### config.mk
export PLATFORM = sky130hd
export DESIGN_NAME = mux2_stream_arbiter
export DESIGN_NICKNAME = d
export VERILOG_FILES = /design/src/rtl/mux2_stream_arbiter.sv
export SDC_FILE = /design/constraint.sdc
export NUM_CORES = 1
export LEC_CHECK = 0
export CAP_MARGIN = 0
export CORE_MARGIN = 2
export CORE_UTILIZATION = 46
export DETAILED_ROUTE_END_ITERATION = 7
export PLACE_DENSITY_LB_ADDON = 0.05
export SLEW_MARGIN = 0
export SYNTH_ARGS = -nofsm -noshare
export SYNTH_HDL_FRONTEND = slang
export SYNTH_SLANG_ARGS = --single-unit
### constraint.sdc
create_clock -name clk -period 5 [get_ports clk]
set_clock_uncertainty 0.2 [all_clocks]
set_input_delay 0.75 -clock clk [delete_from_list [all_inputs] [get_ports clk]]
set_output_delay 0.75 -clock clk [all_outputs]
set_load 0.01 [all_outputs]
### src/rtl/mux2_stream_arbiter.sv
// Two-input, packet-aware round-robin stream arbiter with a registered output stage.
// It locks the grant for a whole packet and drives the downstream 2:1 mux select.
//
// state  | meaning
// -------+------------------------------------------------------------
// IDLE   | no packet owns the channel; arbitrate between A and B
// LOCK_A | A owns the channel until its last beat is accepted
// LOCK_B | B owns the channel until its last beat is accepted
module mux2_stream_arbiter #(
    parameter int DATA_W = 8,
    parameter int CNT_W  = 16
) (
    input  logic              clk,
    input  logic              rst,
    input  logic              a_valid,
    input  logic [DATA_W-1:0] a_data,
    input  logic              a_last,
    output logic              a_ready,
    input  logic              b_valid,
    input  logic [DATA_W-1:0] b_data,
    input  logic              b_last,
    output logic              b_ready,
    output logic              out_valid,
    output logic [DATA_W-1:0] out_data,
    output logic              out_last,
    input  logic              out_ready,
    output logic              sel,
    output logic              busy,
    output logic [CNT_W-1:0]  a_pkt_cnt,
    output logic [CNT_W-1:0]  b_pkt_cnt
);

    typedef enum logic [1:0] {
        IDLE   = 2'd0,
        LOCK_A = 2'd1,
        LOCK_B = 2'd2
    } state_t;

    state_t state;
    state_t state_nxt;
    logic   ptr;        // 0 favours A, 1 favours B
    logic   ptr_nxt;
    logic   sel_nxt;
    logic   a_fire;
    logic   b_fire;
    logic   load;

    assign a_fire = a_valid && a_ready;
    assign b_fire = b_valid && b_ready;
    assign load   = a_fire || b_fire;
    assign busy   = (state != IDLE);

    // Next-state, grant and ready generation; ready depends only on registered state and out_ready.
    always_comb begin
        state_nxt = state;
        ptr_nxt   = ptr;
        sel_nxt   = sel;
        a_ready   = 1'b0;
        b_ready   = 1'b0;
        case (state)
            IDLE: begin
                if (a_valid && (!b_valid || !ptr)) begin
                    state_nxt = LOCK_A;
                    sel_nxt   = 1'b0;
                end else if (b_valid) begin
                    state_nxt = LOCK_B;
                    sel_nxt   = 1'b1;
                end
            end
            LOCK_A: begin
                a_ready = !out_valid || out_ready;
                if (a_valid && a_ready && a_last) begin
                    state_nxt = IDLE;
                    ptr_nxt   = 1'b1;
                end
            end
            LOCK_B: begin
                b_ready = !out_valid || out_ready;
                if (b_valid && b_ready && b_last) begin
                    state_nxt = IDLE;
                    ptr_nxt   = 1'b0;
                end
            end
            default: state_nxt = IDLE;
        endcase
    end

    // State, grant pointer, output stage and packet counters.
    always_ff @(posedge clk) begin
        if (rst) begin
            state     <= IDLE;
            ptr       <= 1'b0;
            sel       <= 1'b0;
            out_valid <= 1'b0;
            out_data  <= '0;
            out_last  <= 1'b0;
            a_pkt_cnt <= '0;
            b_pkt_cnt <= '0;
        end else begin
            state <= state_nxt;
            ptr   <= ptr_nxt;
            sel   <= sel_nxt;
            // sel already points at the locked source, so it doubles as the beat mux select
            if (load) begin
                out_valid <= 1'b1;
                out_data  <= sel ? b_data : a_data;
                out_last  <= sel ? b_last : a_last;
            end else if (out_ready) begin
                out_valid <= 1'b0;
            end
            if (a_fire && a_last) begin
                a_pkt_cnt <= a_pkt_cnt + CNT_W'(1);
            end
            if (b_fire && b_last) begin
                b_pkt_cnt <= b_pkt_cnt + CNT_W'(1);
            end
        end
    end

endmodule

clk_routes.png
The bar under the picture is 20 um long.
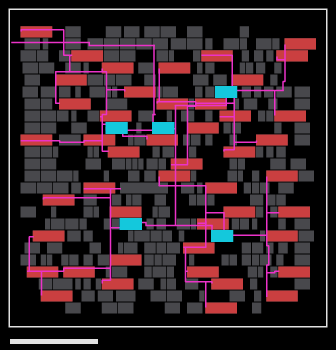
Key: magenta = clock wires [length 545 um]; red = flip-flops [count 46]; cyan = clock drivers [count 5]
There are 6 routed clock nets. Position of the flops: all over the die.
clock share of power: 36.8%
Clk. pwr: 280 uW
Latency at later pin: 0.29 ns

placement_by_type.png
Fill, decap, tap and diode cells in grey.
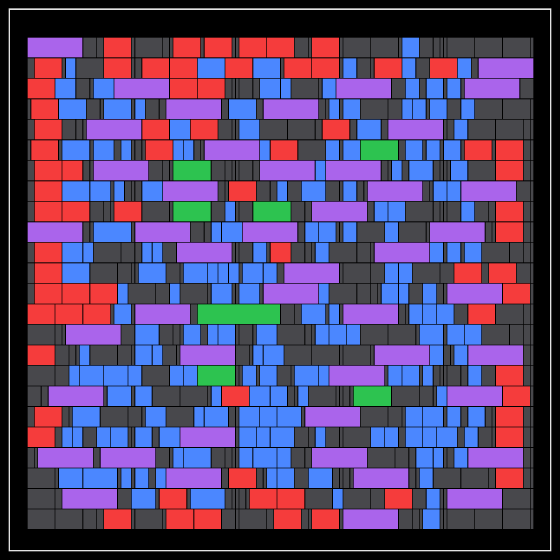
Key: green = clock drivers and dummy loads [cells 7]; blue = combinational and other logic [cells 185]; purple = flops [cells 46]; red = other buffers and delay cells [cells 70]

-- critical path, delay by kind of cell --
| family | cells | cell delay, ns |
|---|---|---|
| buffers and inverters | 2 | 0.93 |
| AND/OR/NAND/NOR | 2 | 0.45 |
-- worst paths after layout --
path | cells past startpoint | to | startpoint
max | 4 | a_ready | out_ready
min | 2 | a_pkt_cnt[15] | a_pkt_cnt[15]
max reg2reg | 4 | b_pkt_cnt[15] | state[0]
min reg2reg | 2 | a_pkt_cnt[15] | a_pkt_cnt[15]
-- cell families after synthesis --
logic type               after synthesis
AND-OR/OR-AND                         52
XOR/XNOR                              12
adder cells (fa/ha/maj)                2
buffers and inverters                 22
flip-flops                            46
multiplexers                          11
AND/OR/NAND/NOR                      102
-- routing by layer --
| metal | up-vias | part of all wire (%) |
|---|---|---|
| met2 | 49 | 48 |
| met4 | 0 | 0.68 |
| met5 | - | 0 |
| li1 | 1010 | - |
| met1 | 898 | 45 |
| met3 | 4 | 5.4 |
-- where the power goes --
| part | total [uW] | internal [uW] | switching [uW] |
|---|---|---|---|
| Combinational | 93.4 | 52.4 | 41.1 |
| Sequential | 387 | 377 | 9.82 |
| Clock | 280 | 160 | 120 |
| Total | 760 | 589 | 171 |
-- cells in the final DEF (no fill, tap or decap) --
cell type        instances
xnor2_1                 12
buf_4                    2
dfxtp_1                 46
a21boi_0                 1
a22oi_1                  1
nand4_1                  7
nor4_1                   6
a211oi_1                 9
ha_1                     2
clkdlybuf4s50_1         68
or4_1                    5
a21o_1                   1
o21bai_1                 1
nand2_1                  8
or3_1                   17
nor2_1                  32
o31ai_1                  1
nand3b_1                 2
nand3_1                 12
o21ai_0                 17
bufinv_16                1
clkbuf_8                 6
and2_1                   2
nor3_1                   3
and4_1                   3
mux2i_1                 11
inv_1                    6
nor4b_1                  2
a2111oi_0                1
a21oi_1                 20
nor2b_4                  1
nand2b_1                 2
-- cell type report --
type,count,area (um^2)
Sequential cell,46,920.9
Timing Repair Buffer,70,695.7
Clock buffer,6,82.58
Inverter,6,22.52
Tap cell,52,65.06
Multi-Input combinational cell,179,1087
Fill cell,385,1480
Clock inverter,1,30.03
-- stage by stage --
stage          area (um^2)  cells  power, uW  hold slack, ns
2_1_floorplan         2103    247      441.2          0.2726
3_3_place_gp          2791    353      489.1          0.2671
3_5_place_dp          2791    353      489.3          0.2736
4_1_cts               2904    360      772.6          0.2877
5_1_grt               2904    360      795.5          0.2987
6_report              2904    360      760.3          0.2898
-- state kept, by name (all words and copies together), names as in the netlist --
name       flops
out_data       8
ptr            1
out_valid      1
a_pkt_cnt     16
b_pkt_cnt     16
out_last       1
sel            1
state          2
==> results.py <==
# Generated from Yosys and OpenROAD reports
metrics = {
    "worst_setup_path": {
        "start_kind": "input port",
        "cp_max_fo": 20,
        "worstSetupPathType": "input port to primary output",
    },
    "sta": {
        "setup_viol": 0,
        "setup_tns_ns": 0,
        "setup_slack_ns": 1.918,
        "rsz0062_at_grt": "false",
        "hold_viol_final": 0,
        "min_period_ns": 3.082,
    },
    "clock_network": {
        "cts.repair.resized": 0,
        "clockRootBuffer": "clkbuf_8",
        "cts_tree": "yes",
        "cts_buffer_depth": 2,
        "postCtsSetupRepairBufs": 0,
    },
    "synth": {
        "common_cells": "dfxtp_1, nor2_1, a21oi_1, o21ai_0, or3_1",
        "ys_sh_mux_pct": 5.235,
        "ys_seq_elements": 46,
        "adder_share_pct": 1.190,
        "syn_nets": 272,
        "synth.area.top_cells": "dfxtp_1, nor2_1, mux2i_1",
        "xor_area_share_pct": 4.997,
        "edf_count": 0,
        "synthTopLogicFamily": "simple AND/OR/NAND/NOR gates",
        "syn_avg_cell_area_um2": 8.515,
    },
    "power": {
        "leakage_uw": 0.0009148,
        "p_per_area_mw_per_mm2": 261.8,
        "ir_drop_mv": 0.2048,
    },
    "global_route": {
        "gr-usage-all-layers_pct": 18.87,
        "grt_pass1_vias": 1853,
        "overflow": 0,
        "globalRoute.busiestLayer": "met2",
    },
    "place": {
        "hpwl_um": 3198,
        "gp_congestion": 0.8486,
    },
    "detailed_routing": {
        "wire_per_inst_um": 12.63,
        "drtIter0Drc": 89,
    },
    "cells_and_area": {
        "final_nets": 333,
        "diodes": 0,
        "syn_to_final_growth_pct": 38.07,
    },
    "floorplanning": {
        "rows": 24,
    },
    "status": {
        "status": "complete, no violations",
    },
}
No activity file was given, so power comes from the tool's default toggle rates.
